$ cat src/rtl/regfile_pkg.sv
// Shared constants and state encoding for the register-file write arbiter.
// Also hosts the pointer-width helper used by the round-robin arbiter.
package regfile_pkg;

  localparam int RF_NREQ  = 4;
  localparam int RF_AW    = 5;
  localparam int RF_DW    = 32;
  localparam int RF_NREGS = 32;

  typedef enum logic {
    ST_CLEAR = 1'b0,
    ST_ARB   = 1'b1
  } state_t;

  function automatic int ptr_w(input int n);
    return (n > 1) ? $clog2(n) : 1;
  endfunction

endpackage

$ cat src/rtl/regfile_write_arbiter_rr.sv
// Round-robin one-hot grant with a rotating priority pointer.
// The pointer moves past the winner whenever a grant is accepted.
module rr_arbiter
  import regfile_pkg::*;
#(
  parameter  int NREQ = RF_NREQ,
  localparam int PW   = ptr_w(NREQ)
) (
  input  logic            i_clk,
  input  logic            i_rst_n,
  input  logic            i_en,
  input  logic [NREQ-1:0] i_req,
  output logic [NREQ-1:0] o_grant,
  output logic [PW-1:0]   o_idx,
  output logic            o_accept
);

  logic [PW-1:0]   r_ptr;
  logic [PW-1:0]   w_pos;
  logic [PW-1:0]   w_idx;
  logic [PW-1:0]   w_nxt;
  logic [NREQ-1:0] w_grant;
  logic            w_found;

  always_comb begin
    w_grant = '0;
    w_idx   = r_ptr;
    w_found = 1'b0;
    w_pos   = r_ptr;
    for (int k = 0; k < NREQ; k++) begin
      w_pos = PW'((int'(r_ptr) + k) % NREQ);
      if (i_en && !w_found && i_req[w_pos]) begin
        w_grant[w_pos] = 1'b1;
        w_idx          = w_pos;
        w_found        = 1'b1;
      end
    end
  end

  assign w_nxt = (w_idx == PW'(NREQ - 1)) ? '0 : w_idx + PW'(1);

  always_ff @(posedge i_clk or negedge i_rst_n) begin
    if (!i_rst_n) begin
      r_ptr <= '0;
    end else if (w_found) begin
      r_ptr <= w_nxt;
    end
  end

  assign o_grant  = w_grant;
  assign o_idx    = w_idx;
  assign o_accept = w_found;

endmodule

$ cat src/rtl/regfile_write_arbiter.sv
// Shares the register-file write port between NREQ requesters.
// Sweeps every register to zero after reset or a clear request.
module regfile_write_arbiter
  import regfile_pkg::*;
#(
  parameter  int NREQ         = RF_NREQ,
  parameter  int AW           = RF_AW,
  parameter  int DW           = RF_DW,
  parameter  int NREGS        = RF_NREGS,
  parameter  int ZERO_PROTECT = 1,
  localparam int PW           = ptr_w(NREQ)
) (
  input  logic               Clk,
  input  logic               Rst_n,
  input  logic [NREQ-1:0]    Req,
  input  logic [NREQ*AW-1:0] ReqAddr,
  input  logic [NREQ*DW-1:0] ReqData,
  output logic [NREQ-1:0]    Grant,
  input  logic               ClearReq,
  output logic [AW-1:0]      WriteRegister,
  output logic [DW-1:0]      WriteData,
  output logic               RegWrite,
  output logic               InitDone,
  output logic               Busy
);

  state_t          r_state;
  state_t          w_state_nx;
  logic [AW-1:0]   r_cnt;
  logic [AW-1:0]   w_cnt_nx;
  logic            w_clr_wr;
  logic            w_arb_en;
  logic            w_accept;
  logic            w_issue;
  logic [PW-1:0]   w_idx;
  logic [AW-1:0]   w_sel_addr;
  logic [DW-1:0]   w_sel_data;
  logic            r_we;
  logic [AW-1:0]   r_waddr;
  logic [DW-1:0]   r_wdata;

  always_ff @(posedge Clk or negedge Rst_n) begin
    if (!Rst_n) begin
      r_state <= ST_CLEAR;
      r_cnt   <= '0;
    end else begin
      r_state <= w_state_nx;
      r_cnt   <= w_cnt_nx;
    end
  end

  always_comb begin
    w_state_nx = r_state;
    w_cnt_nx   = r_cnt;
    w_clr_wr   = 1'b0;
    w_arb_en   = 1'b0;
    unique case (r_state)
      ST_CLEAR: begin
        if (ClearReq) begin
          w_cnt_nx = '0;
        end else begin
          w_clr_wr = 1'b1;
          w_cnt_nx = r_cnt + AW'(1);
          if (r_cnt == AW'(NREGS - 1)) begin
            w_state_nx = ST_ARB;
            w_cnt_nx   = '0;
          end
        end
      end
      ST_ARB: begin
        if (ClearReq) begin
          w_state_nx = ST_CLEAR;
          w_cnt_nx   = '0;
        end else begin
          w_arb_en = 1'b1;
        end
      end
      default: begin
        w_state_nx = ST_CLEAR;
        w_cnt_nx   = '0;
      end
    endcase
  end

  rr_arbiter #(
    .NREQ(NREQ)
  ) u_rr (
    .i_clk   (Clk),
    .i_rst_n (Rst_n),
    .i_en    (w_arb_en),
    .i_req   (Req),
    .o_grant (Grant),
    .o_idx   (w_idx),
    .o_accept(w_accept)
  );

  assign w_sel_addr = ReqAddr[int'(w_idx)*AW +: AW];
  assign w_sel_data = ReqData[int'(w_idx)*DW +: DW];

  // A protected address-0 write is accepted but leaves the port idle.
  assign w_issue = w_accept &&
                   !((ZERO_PROTECT != 0) && (w_sel_addr == '0));

  always_ff @(posedge Clk or negedge Rst_n) begin
    if (!Rst_n) begin
      r_we    <= 1'b0;
      r_waddr <= '0;
      r_wdata <= '0;
    end else begin
      r_we <= w_clr_wr | w_issue;
      if (w_clr_wr) begin
        r_waddr <= r_cnt;
        r_wdata <= '0;
      end else if (w_issue) begin
        r_waddr <= w_sel_addr;
        r_wdata <= w_sel_data;
      end
    end
  end

  assign RegWrite      = r_we;
  assign WriteRegister = r_waddr;
  assign WriteData     = r_wdata;
  assign InitDone      = (r_state == ST_ARB);
  assign Busy          = (r_state == ST_CLEAR);

endmodule

$ cat config.mk
export PLATFORM = sky130hd
export DESIGN_NAME = regfile_write_arbiter
export DESIGN_NICKNAME = d
export VERILOG_FILES = /design/src/rtl/regfile_pkg.sv /design/src/rtl/regfile_write_arbiter_rr.sv /design/src/rtl/regfile_write_arbiter.sv
export SDC_FILE = /design/constraint.sdc
export NUM_CORES = 1
export LEC_CHECK = 0
export CAP_MARGIN = 10
export CORE_MARGIN = 2
export CORE_UTILIZATION = 46
export CTS_CLUSTER_DIAMETER = 40
export CTS_CLUSTER_SIZE = 14
export DETAILED_ROUTE_END_ITERATION = 16
export GPL_TIMING_DRIVEN = 0
export PLACE_DENSITY = 0.88
export SLEW_MARGIN = 25
export SYNTH_ARGS = -nofsm -noshare
export SYNTH_HDL_FRONTEND = slang
export SYNTH_HIERARCHICAL = 1
export SYNTH_SLANG_ARGS = --single-unit
$ cat constraint.sdc
create_clock -name Clk -period 9.95 [get_ports Clk]
set_clock_uncertainty 0.15 [all_clocks]
set_input_delay 0.995 -clock Clk [delete_from_list [all_inputs] [get_ports Clk]]
set_output_delay 0.995 -clock Clk [all_outputs]
set_load 0.005 [all_outputs]
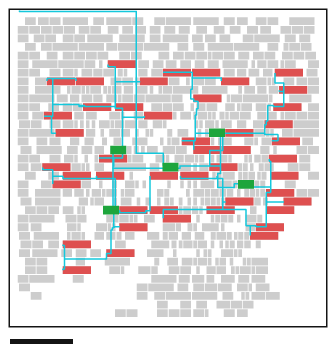
Fig. 1. Clock network drawn from the DEF (run 1).
Bar = 20 um.
- green: clock-net drivers (count 5)
- cyan: clock wires (length 635 um)
- red: flip-flops (count 46)
- routed clock nets: 6

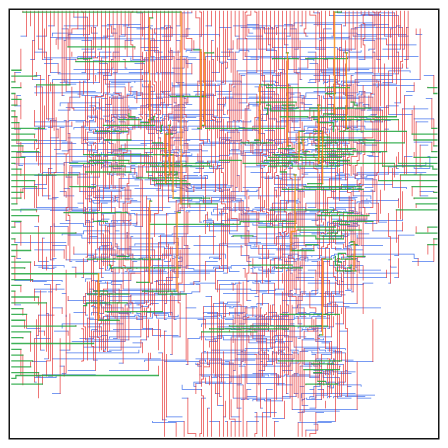
Fig. 2. Metal layers overlaid (run 1).
- green: M3 (wire length 1490 um)
- blue: M1 (wire length 5950 um)
- orange: M4 (wire length 341 um)
- red: M2 (wire length 8170 um)

==> results.cfg, run 1 <==
; synthesis and place-and-route metrics
[status]
status = complete, no violations

[critical_path]
critPathMostFrequentCell = clkbuf_1
crit_type = input pin to flip-flop
worst_path_max_delay_cell = clkdlybuf4s50_1
cp_max_fo = 10
crit_path_start_kind = input pin
critPathMaxStageDelay_ns = 0.63
path_cells = clkdlybuf4s50_1, mux2_2, a2bb2oi_1, a31o_2, a311oi_2, inv_1, clkbuf_1, mux4_2, nor2_1, clkbuf_1, a41oi_1, o221ai_1
crit_arrival_ns = 4.78

[pwr]
seqPwrFrac_pct = 24.2
internal-power_w = 0.0004891
pwr-share-clk_pct = 17.2
p_leak_nw = 2.389
switching_power_w = 0.0003397
switching_share_pct = 40.99

[finish]
layout_top_cells = 196 x clkdlybuf4s50_1, 82 x nand2_1, 46 x dfrtp_1, 39 x mux4_2
antenna_cells = 0
areaGrowthSynthToFinish_pct = 52.59
final.fill_count = 678
lay_top_count = clkdlybuf4s50_1
drive_gt1_share_pct = 13.15
ff_latch_area_mm2 = 0.001151

[final_timing]
rsz0062_at_grt = false
setup_violations = 0
holdWs_ns = 0.4202
fmax_ghz = 0.2120
finalWorstSetupSlack_ns = 5.233
relSlewSlack_pct = 52.55
min_period_ns = 4.717
worstMarginPinSlew_ns = 0.7118
drv_slew = 0

[synthesis]
ys.flop_type = dfrtp_1
top_area_cell = dfrtp_1
yosys_area_mm2 = 0.004249
synthCells = 425
syn_area_mm2 = 0.004249
syn-num-nets = 589
ys_seq_share_pct = 27.09
synth_flops = 46
yosys_cells = 425
post_synth_num_cell_types = 46
syn_avg_cell_area_um2 = 9.998
ys_sh_adder_pct = 2.650
synthMuxAreaShare_pct = 22.91
edf_count = 0
ys_sh_aoi_pct = 26.91
ys_warn_count = 6
top_cells_by_area = dfrtp_1 27%, mux4_2 21%, o311a_1 7.5%

[die]
io-pin-count = 199
fp_util_pct = 46.65
chipArea_mm2 = 0.01002
die_h_um = 100.1
dieWidth_um = 100.1

[route]
first_pass_iters = 6
route.detailed.drc = 0
viasPerCell = 6.660
avgRoutedWirePerCell_um = 21.50
vias = 4942
wirelength_mm = 15.95

[placed_design]
gp_congestion = 0.9006
port_buffers = 197
dpl_worst_slack_ns = 5.008
dpl.hpwl_mm = 12.25

[clocking]
clk_path_buf_depth = 2
clk_pin_slew_worst_paths_ns = 0.09
cts_setup_buffers = 0
cts_hold_buf = 0
cts_tree = yes
htreeDepth = 2
numCtsBuffers = 5

[global_routing]
grt.overflow.total = 0
track_usage_pct = 30.81
grt_first_pass_wirelength_mm = 24.67
antenna_found_initial = 0

[hold_path]
holdCritPathClass = flip-flop to flip-flop

[run]
maxCapViolCount = 0
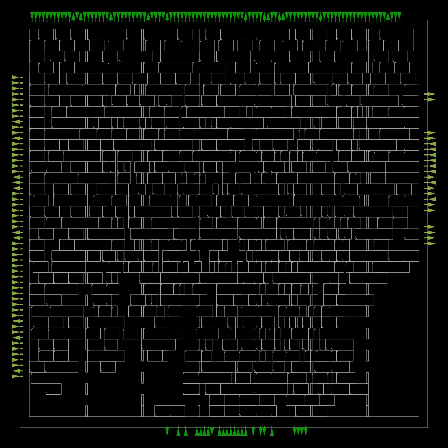
Fig. 3. Placed standard cells (run 1).
Rows: 35
total core area: 0.009109 mm^2

[run 1: worst paths after layout]
kind / startpoint / end / slack (ns) / cells past startpoint
worst min-delay path: WriteData[0] / WriteData[0] / 0.42 / 2
worst max-delay path: Req[0] / WriteData[2] / 5.23 / 12
min in group asynchronous: Rst_n / WriteData[6] / 0.46 / 1
worst min register to register: WriteData[0] / WriteData[0] / 0.42 / 2
max in group asynchronous: Rst_n / WriteData[15] / 8.68 / 2
worst max register to register: u_rr/r_ptr[1] / WriteData[2] / 5.25 / 14
[run 1: registers in the layout, summed over array words and instances, names as in the netlist, named ones only]
| register | cells |
|---|---|
| WriteData | 32 |
| WriteRegister | 5 |
| r_cnt | 5 |
| InitDone | 1 |
| RegWrite | 1 |
| u_rr/r_ptr | 1 |
[run 1: metal layers]
layer	up-vias	track usage, %	share of wire [%]
met5	-	0	0
met4	0	7.903	2.1
met3	44	5.223	9.3
met2	344	51.61	51
met1	2409	41.77	37
li1	2145	-	-
[run 1: final cells by class]
cell class	count	area share, %
inverter	6	0.3474
tap	111	2.142
clock inverter	3	0.6175
sequential	46	17.75
multi-input combinational	320	43.05
timing repair buffer	198	30.64
buffer	53	4.381
clock buffer	5	1.061
[run 1: worst max-delay path: cells and delay by family]
kind	cells	cell delay, ns
AND/OR/NAND/NOR	1	0.42
AND-OR/OR-AND	5	0.98
buffers and inverters	4	1.72
multiplexers	2	0.66
[run 1: power groups by stage]
| stage | logic [W] | clock network, W | registers (W) |
|---|---|---|---|
| 6_report | 0.000486 | 0.000142 | 0.000200 |
| 5_1_grt | 0.000512 | 0.000150 | 0.000202 |
| 4_1_cts | 0.000477 | 0.000142 | 0.000200 |
| 3_5_place_dp | 0.000475 | 0 | 0.000204 |
| 3_3_place_gp | 0.000459 | 0 | 0.000203 |
| 2_1_floorplan | 0.000314 | 0 | 0.000202 |
[run 1: Yosys cell counts, types with 5 or more instances]
| cell type | count |
|---|---|
| a21oi_1 | 11 |
| a31oi_1 | 6 |
| a41oi_1 | 32 |
| buf_2 | 10 |
| buf_6 | 7 |
| clkbuf_1 | 32 |
| dfrtp_1 | 46 |
| ha_1 | 9 |
| inv_1 | 5 |
| mux2i_1 | 5 |
| mux4_2 | 39 |
| nand2_1 | 82 |
| nand3_1 | 6 |
| nor2_1 | 22 |
| nor3_1 | 6 |
| o21ai_0 | 5 |
| o221ai_1 | 32 |
| o311a_1 | 32 |
[run 1: per-stage QoR]
| step | utilization (%) | std cells | cell area (um^2) | total power, W |
|---|---|---|---|---|
| floorplan | - | 425 | 4249 | 0.0005163 |
| global placement | 69.82 | 733 | 6360 | 0.0006617 |
| detailed placement | 69.99 | 734 | 6375 | 0.0006789 |
| CTS | 71.18 | 742 | 6484 | 0.0008193 |
| global route | 71.18 | 742 | 6484 | 0.0008640 |
| finish | 71.18 | 742 | 6484 | 0.0008288 |
[run 1: logic make-up (layout without fill, tap and decap cells)]
kind of cell               Yosys count  after routing
muxes                               48             48
DFF                                 46             46
and+or+nand+nor                    129            129
adders and majority gates            9              9
xor gates and xnor gates             2              2
buffers and inverters               59            265
AOI/OAI and AO/OA                  132            132
Fig. 4: run 1, zoomed window
Region (30, 10) to (70, 50) um. Cells in grey, sequential cells in the stronger grey; small squares are vias.
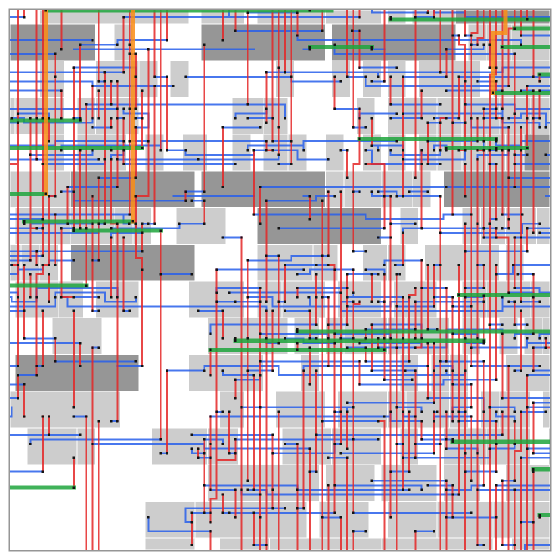

==> run 2, diff against run 1 <==
- CORE_UTILIZATION: 46 -> 38
- PLACE_DENSITY: 0.88 -> 0.78
- clock period: 9.95 -> 3.85 ns (I/O delays scaled with it)
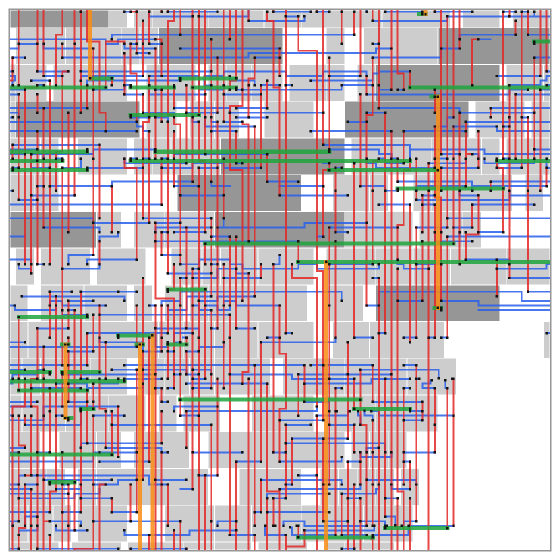
Fig. 5. Zoomed window (run 2).
Region (35, 13) to (75, 53) um. Cells in grey, sequential cells in the stronger grey; small squares are vias.
- blue: M1
- green: M3
- red: M2
- orange: M4
- most frequent: nand2_1 (18), buf_4 (12), nor2_1 (10)
- cells with their middle in the window: 125
- sequential cells in the window: 10
- netlist names of flops here include: `WriteData` (4), `WriteRegister` (3)

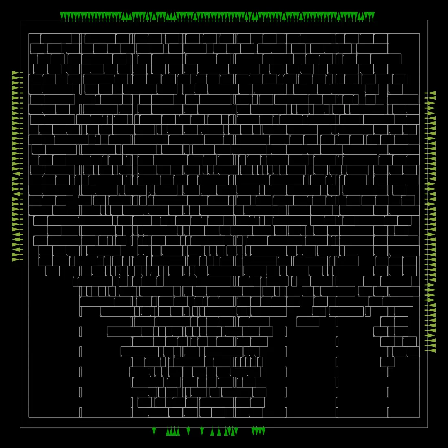
Fig. 6. Placed standard cells (run 2).
flip-flops: 46
Seq area share: 15.53%
# Taps: 140

==> run 2 against run 1 <==
Final area grew 14%. Worst hold slack lost 0.099 ns. Power grew to 3.1 times the previous value. The run now ends with negative setup slack left. Critical path depth grew 3. Flip-flop count is the same.
==> results.cfg, run 2 <==
; synthesis and place-and-route metrics
[status]
status = complete, but fails checks
failed_checks = negative setup slack

[die]
fp.coreArea_mm2 = 0.01089
dieWidth_um = 109.7
std_cell_rows = 38
io-pin-count = 199
die_h_um = 109.7
chipArea_mm2 = 0.01204
fp_util_pct = 39.03

[final_timing]
fmax_ghz = 0.2527
finalWorstSetupSlack_ns = -0.1072
rsz0062_at_grt = true
relSlewSlack_pct = 47.94
drv_slew = 0
worstMarginPinSlew_ns = 0.7809
setup_violations = 35
min_period_ns = 3.957

[global_routing]
antenna_found_initial = 0
grt_first_pass_wirelength_mm = 24.64
grt.overflow.total = 0
track_usage_pct = 25.94

[synthesis]
post_synth_num_cell_types = 46
synth_flops = 46
common_cells = 82 x nand2_1, 46 x dfrtp_1, 39 x mux4_2
syn_avg_cell_area_um2 = 9.998
top_cells_by_area = dfrtp_1 27%, mux4_2 21%, o311a_1 7.5%
most_common_cell = nand2_1
ys.flop_type = dfrtp_1
edf_count = 0
yosys_cells = 425
syn_area_mm2 = 0.004249
top_area_cell = dfrtp_1
syn-num-nets = 589
yosys_area_mm2 = 0.004249
synthCells = 425
ys_warn_count = 6
ys_seq_share_pct = 27.09

[pwr]
pwr-share-clk_pct = 11.7
p_leak_nw = 2.669
internal-power_w = 0.001501
p_total_w = 0.002576
switching_share_pct = 41.71
seqPwrFrac_pct = 20.0
switching_power_w = 0.001074
combPwrFrac_pct = 68.2

[critical_path]
crit_arrival_ns = 3.99
crit_path_start_kind = flip-flop
crit_type = flip-flop to flip-flop
cp_max_fo = 10
r2r_slack_ns = -0.11

[clocking]
numCtsBuffers = 5
cts_tree = yes
htreeDepth = 2
clk_path_buf_depth = 2
clk_pin_slew_worst_paths_ns = 0.09

[finish]
fin_cells = 801
largest_reg_flops = 32
fin_nets = 825
layout_top_cells = 196 x clkdlybuf4s50_1, 81 x nand2_1, 45 x dfrtp_1, 40 x mux4_2, 32 x a41oi_2
lay_top_count = clkdlybuf4s50_1
antenna_cells = 0
final.fill_count = 760
drive_gt1_share_pct = 27.53
final_util_pct = 68.15
areaGrowthSynthToFinish_pct = 74.62
final_area_mm2 = 0.007420

[placed_design]
dpl.hpwl_mm = 11.80
gp_congestion = 0.8741
port_buffers = 197
postPlaceCellArea_mm2 = 0.006415
placedCellCount = 762

[route]
first_pass_iters = 5
route.detailed.drc = 0
avgRoutedWirePerCell_um = 22.34
vias = 5246
wirelength_mm = 17.90
viasPerCell = 6.549

[run]
maxCapViolCount = 0

[hold_path]
holdCritPathClass = input pin to flip-flop
run 2: cell counts after synthesis:
Identical to the previous run, type by type.
run 2: area by class of cell:
class                      instances  area (um^2)  area share (%)
sequential                        46         1152           15.53
inverter                           6        28.78          0.3879
buffer                            50        362.8           4.890
timing repair buffer             231         2360           31.80
tap                              140        175.2           2.361
clock buffer                       7        76.32           1.029
multi-input combinational        321         3264           44.00
run 2: final timing paths:
path                                    start             to  cells after the start
worst min register to register  WriteData[10]  WriteData[10]                      2
worst min-delay path                 ClearReq       r_cnt[1]                      2
worst max-delay path            u_rr/r_ptr[1]  WriteData[23]                     15
max in group asynchronous               Rst_n      async pin                      2
worst max register to register  u_rr/r_ptr[1]  WriteData[23]                     15
min in group asynchronous               Rst_n  WriteData[31]                      2
run 2: cells by family after synthesis:
logic type	count (synthesis)	share of synthesized area, %
mux	48	22.91
buf+inv	59	7.214
xor+xnor	2	0.4123
fa+ha+maj	9	2.650
compound gates	132	26.91
flops	46	27.09
simple gates	129	12.81
run 2: routing by layer:
layer	track usage (%)	share of wire (%)	vias up
met5	0	0	-
met4	7.324	3.1	0
met3	4.801	10	70
met2	44.05	51	378
met1	33.75	36	2584
li1	-	-	2214
run 2: worst max-delay path: stages, from the launching register on:
cell	delay, ns
dfrtp_1	0.36
clkbuf_8	0.13
inv_2	0.05
ha_4	0.26
buf_6	0.12
mux4_2	0.53
nand2_2	0.10
nor2_4	0.05
nor2_4	0.15
xnor2_4	0.15
buf_6	0.18
mux4_2	0.64
buf_6	0.20
o311a_1	0.37
a41oi_2	0.23
o221ai_2	0.12
run 2: power groups by stage:
stage	sequential, W	clock [W]	combinational (W)
after floorplan	0.000522	0	0.000825
after global placement	0.000525	0	0.00121
after detailed placement	0.000527	0	0.00124
after CTS	0.000512	0.000290	0.00147
after global routing	0.000519	0.000318	0.00183
final	0.000516	0.000302	0.00176
run 2: stage by stage:
step	hold WS, ns	setup slack, ns
floorplan	-0.06059	0.02165
global placement	0.3813	-0.6270
detailed placement	0.2800	-0.6820
CTS	0.3324	-0.03311
global route	0.3487	-0.2304
finish	0.3210	-0.1072
run 2: what timing repair did:
action / CTS / global route
gates cloned: 5 / 5
endpoints found under the hold margin: 46 / 0
buffers inserted: 16 / 8
resized: 73 / 54
pin swaps: 35 / 33
hold buffers: 1 / 0
endpoints found under the setup margin: 38 / 38
Fig. 7: run 2, M3 wires
Bar = 20 um.
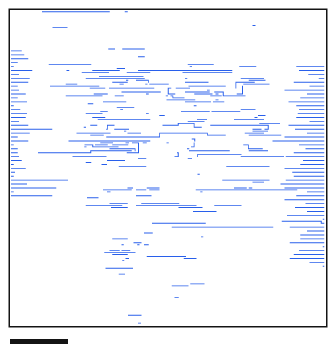

==> run 3, diff against run 2 <==
- CORE_UTILIZATION: 38 -> 33
- PLACE_DENSITY: 0.78 -> 0.69
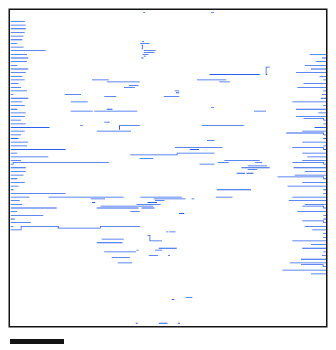
Fig. 8. M3 wires (run 3).
Bar = 20 um.
- main direction: horizontal
- longest straight run: 35.4 um
- wire length on this layer: 1310 um
- share of all routed wire: 8.0%
- nets with wire on the layer: 182

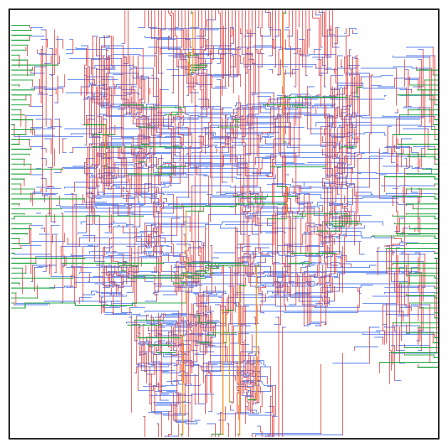
Fig. 9. Metal layers overlaid (run 3).
- green: M3 (wire length 1310 um)
- blue: M1 (wire length 6600 um)
- red: M2 (wire length 8220 um)
- orange: M4 (wire length 270 um)
gr usage total: 22.88%
via count: 4958
WL/cell: 19.77 um
WL final: 16.39 mm

==> run 3 against run 2 <==
The run still ends with negative setup slack left. Maximum frequency up 1.5%. Final area down 2.7%. Global-route usage down 3.1 points. Worst hold slack better by 0.047 ns. Cell count up 3.5%. First-iteration DRC count down 18%. Via count down 5.5%. Critical path type unchanged. Largest cell class unchanged.
==> results.cfg, run 3 <==
; synthesis and place-and-route metrics
[synthesis]
yosys_cells = 425
syn-num-nets = 589
top_cell_area_share_pct = 27.09
syn_area_mm2 = 0.004249
ys_warn_count = 6
edf_count = 0
top_area_cell = dfrtp_1
yosys_area_mm2 = 0.004249
syn_avg_cell_area_um2 = 9.998
async_flop_share_pct = 100.0
ys.flop_type = dfrtp_1
synth_flops = 46
common_cells = 82 x nand2_1, 46 x dfrtp_1, 39 x mux4_2
post_synth_num_cell_types = 46
most_common_cell = nand2_1
synthCells = 425
ys_seq_share_pct = 27.09
top_cells_by_area = dfrtp_1 27%, mux4_2 21%, o311a_1 7.5%

[critical_path]
crit_path_start_kind = flip-flop
crit_arrival_ns = 3.89
cp_max_fo = 8
cp_top_family = AND-OR/OR-AND gates
crit_type = flip-flop to flip-flop
worst_path_max_delay_cell = mux4_2
critPathMaxStageDelay_ns = 0.42
worst_setup_path_end_kind = flip-flop
cp_num_buf_inv = 5
path_cells = clkbuf_8, inv_2, ha_4, mux2_2, a2bb2oi_2, a31o_2, a311oi_4, clkinvlp_4, buf_6, mux4_2, buf_6, o311a_1, a41oi_2, o221ai_1
crit_cells = 14
required_ns = 3.84
r2r_cells = 14
critPathMostFrequentCell = buf_6

[hold_path]
holdCritPathClass = input pin to flip-flop
min_path_cells = 2

[placed_design]
dpl.hpwl_mm = 11.88
gp_congestion = 0.8914
port_buffers = 197
postPlaceCellArea_mm2 = 0.006455
placedCellCount = 794

[die]
io-pin-count = 199
dieWidth_um = 117.5
fp_util_pct = 33.67
std_cell_rows = 41
fp.coreArea_mm2 = 0.01262
chipArea_mm2 = 0.01380
die_h_um = 117.5

[route]
drt_iter0_drc = 395
first_pass_iters = 5
viasPerCell = 5.981
route.detailed.drc = 0
ant_nets = 0

[clocking]
clk_path_buf_depth = 2
cts_tree = yes
numCtsBuffers = 5
root_buffer = clkbuf_16
htreeDepth = 2
clock_sinks = 46
insertion_delay_ns = 0.28
clk_pin_slew_worst_paths_ns = 0.07

[finish]
fin_cells = 829
fin_nets = 820
drive_gt1_share_pct = 23.59
layout_top_cells = 196 x clkdlybuf4s50_1, 81 x nand2_1, 45 x dfrtp_1, 40 x mux4_2, 32 x o311a_1
lay_top_count = clkdlybuf4s50_1
areaGrowthSynthToFinish_pct = 69.88
final_util_pct = 57.20
final_area_mm2 = 0.007218
largest_reg_flops = 32
antenna_cells = 0
final.fill_count = 1112

[final_timing]
relSlewSlack_pct = 44.83
fin_crit_sh_pct = 101.3
holdWs_ns = 0.3678
fmax_ghz = 0.2565
hold_viol_final = 0
worstMarginPinSlew_ns = 0.8276
drv_slew = 0
rsz0062_at_grt = true
fin_tns_setup_ns = -0.3600
setup_violations = 19
finalWorstSetupSlack_ns = -0.04847
min_period_ns = 3.898

[run]
warning_count = 34
maxCapViolCount = 0

[status]
status = complete, but fails checks
failed_checks = negative setup slack

[pwr]
ir_worst_vdd_mv = 0.2191
powerDensity_mw_per_mm2 = 355.7
p_leak_nw = 2.616

[global_routing]
grt_pass1_vias = 5068
grt_max_degree = 47
antenna_found_initial = 0
grt_first_pass_wirelength_mm = 26.07
grt.overflow.total = 0
run 3: final timing paths:
path / startpoint / to / slack [ns]
min reg2reg: WriteData[10] / WriteData[10] / 0.41
max reg2reg: u_rr/r_ptr[1] / WriteData[15] / -0.05
min: ClearReq / r_cnt[4] / 0.37
max in group asynchronous: Rst_n / async pin / 2.58
max: u_rr/r_ptr[1] / WriteData[15] / -0.05
min in group asynchronous: Rst_n / WriteData[29] / 0.51
run 3: metrics by stage:
step / setup WS [ns] / total power (W)
final: -0.04847 / 0.002568
after global routing: -0.1220 / 0.002681
after CTS: -0.03244 / 0.002495
after detailed placement: -0.7891 / 0.001767
after global placement: -0.7278 / 0.001747
after floorplan: 0.02165 / 0.001348
run 3: cells by family after synthesis:
group,count (synthesis),share of synthesized area (%)
flip-flops,46,27.09
AND-OR/OR-AND,132,26.91
adder cells (fa/ha/maj),9,2.650
multiplexers,48,22.91
AND/OR/NAND/NOR,129,12.81
buffers and inverters,59,7.214
XOR/XNOR,2,0.4123
run 3: what timing repair did:
action | in CTS | in global routing
pin swaps | 7 | 4
gates cloned | 6 | 0
hold buffers | 1 | 0
gates resized | 61 | 28
setup buffers | 19 | 4
endpoints found under the hold margin | 46 | 0
endpoints found under the setup margin | 38 | 38
run 3: area by class of cell:
class | count | area, um^2 | area share, %
Timing Repair Buffer | 226 | 2202 | 30.51
Multi-Input combinational cell | 321 | 3090 | 42.82
Clock inverter | 3 | 40.04 | 0.5547
Inverter | 6 | 30.03 | 0.4160
Clock buffer | 5 | 125.1 | 1.733
Tap cell | 172 | 215.2 | 2.981
Sequential cell | 46 | 1152 | 15.96
Buffer | 50 | 362.8 | 5.027
run 3: per-layer routing:
layer  vias up  routed length, um  GRT usage [%]
met5         -                  0              0
met4         0                269          5.271
met3        25               1306          4.845
met2       272               8215          40.24
met1      2449               6599          28.86
li1       2212                  -              -
run 3: worst register-to-register path: cells and delay by family, from the launching register on:
kind | cells | cell delay [ns]
AOI/OAI and AO/OA | 6 | 1.48
muxes | 2 | 0.77
buffers and inverters | 5 | 0.73
DFF | 1 | 0.36
adders and majority gates | 1 | 0.27
run 3: power by group:
group	total, W	leakage (nW)	switching [W]	internal (W)
clock	0.000498	0.0836	0.000194	0.000304
combinational	0.00155	1.91	0.000777	0.000777
sequential	0.000516	0.625	0.0000173	0.000499
Power and IR drop assume default switching activity.
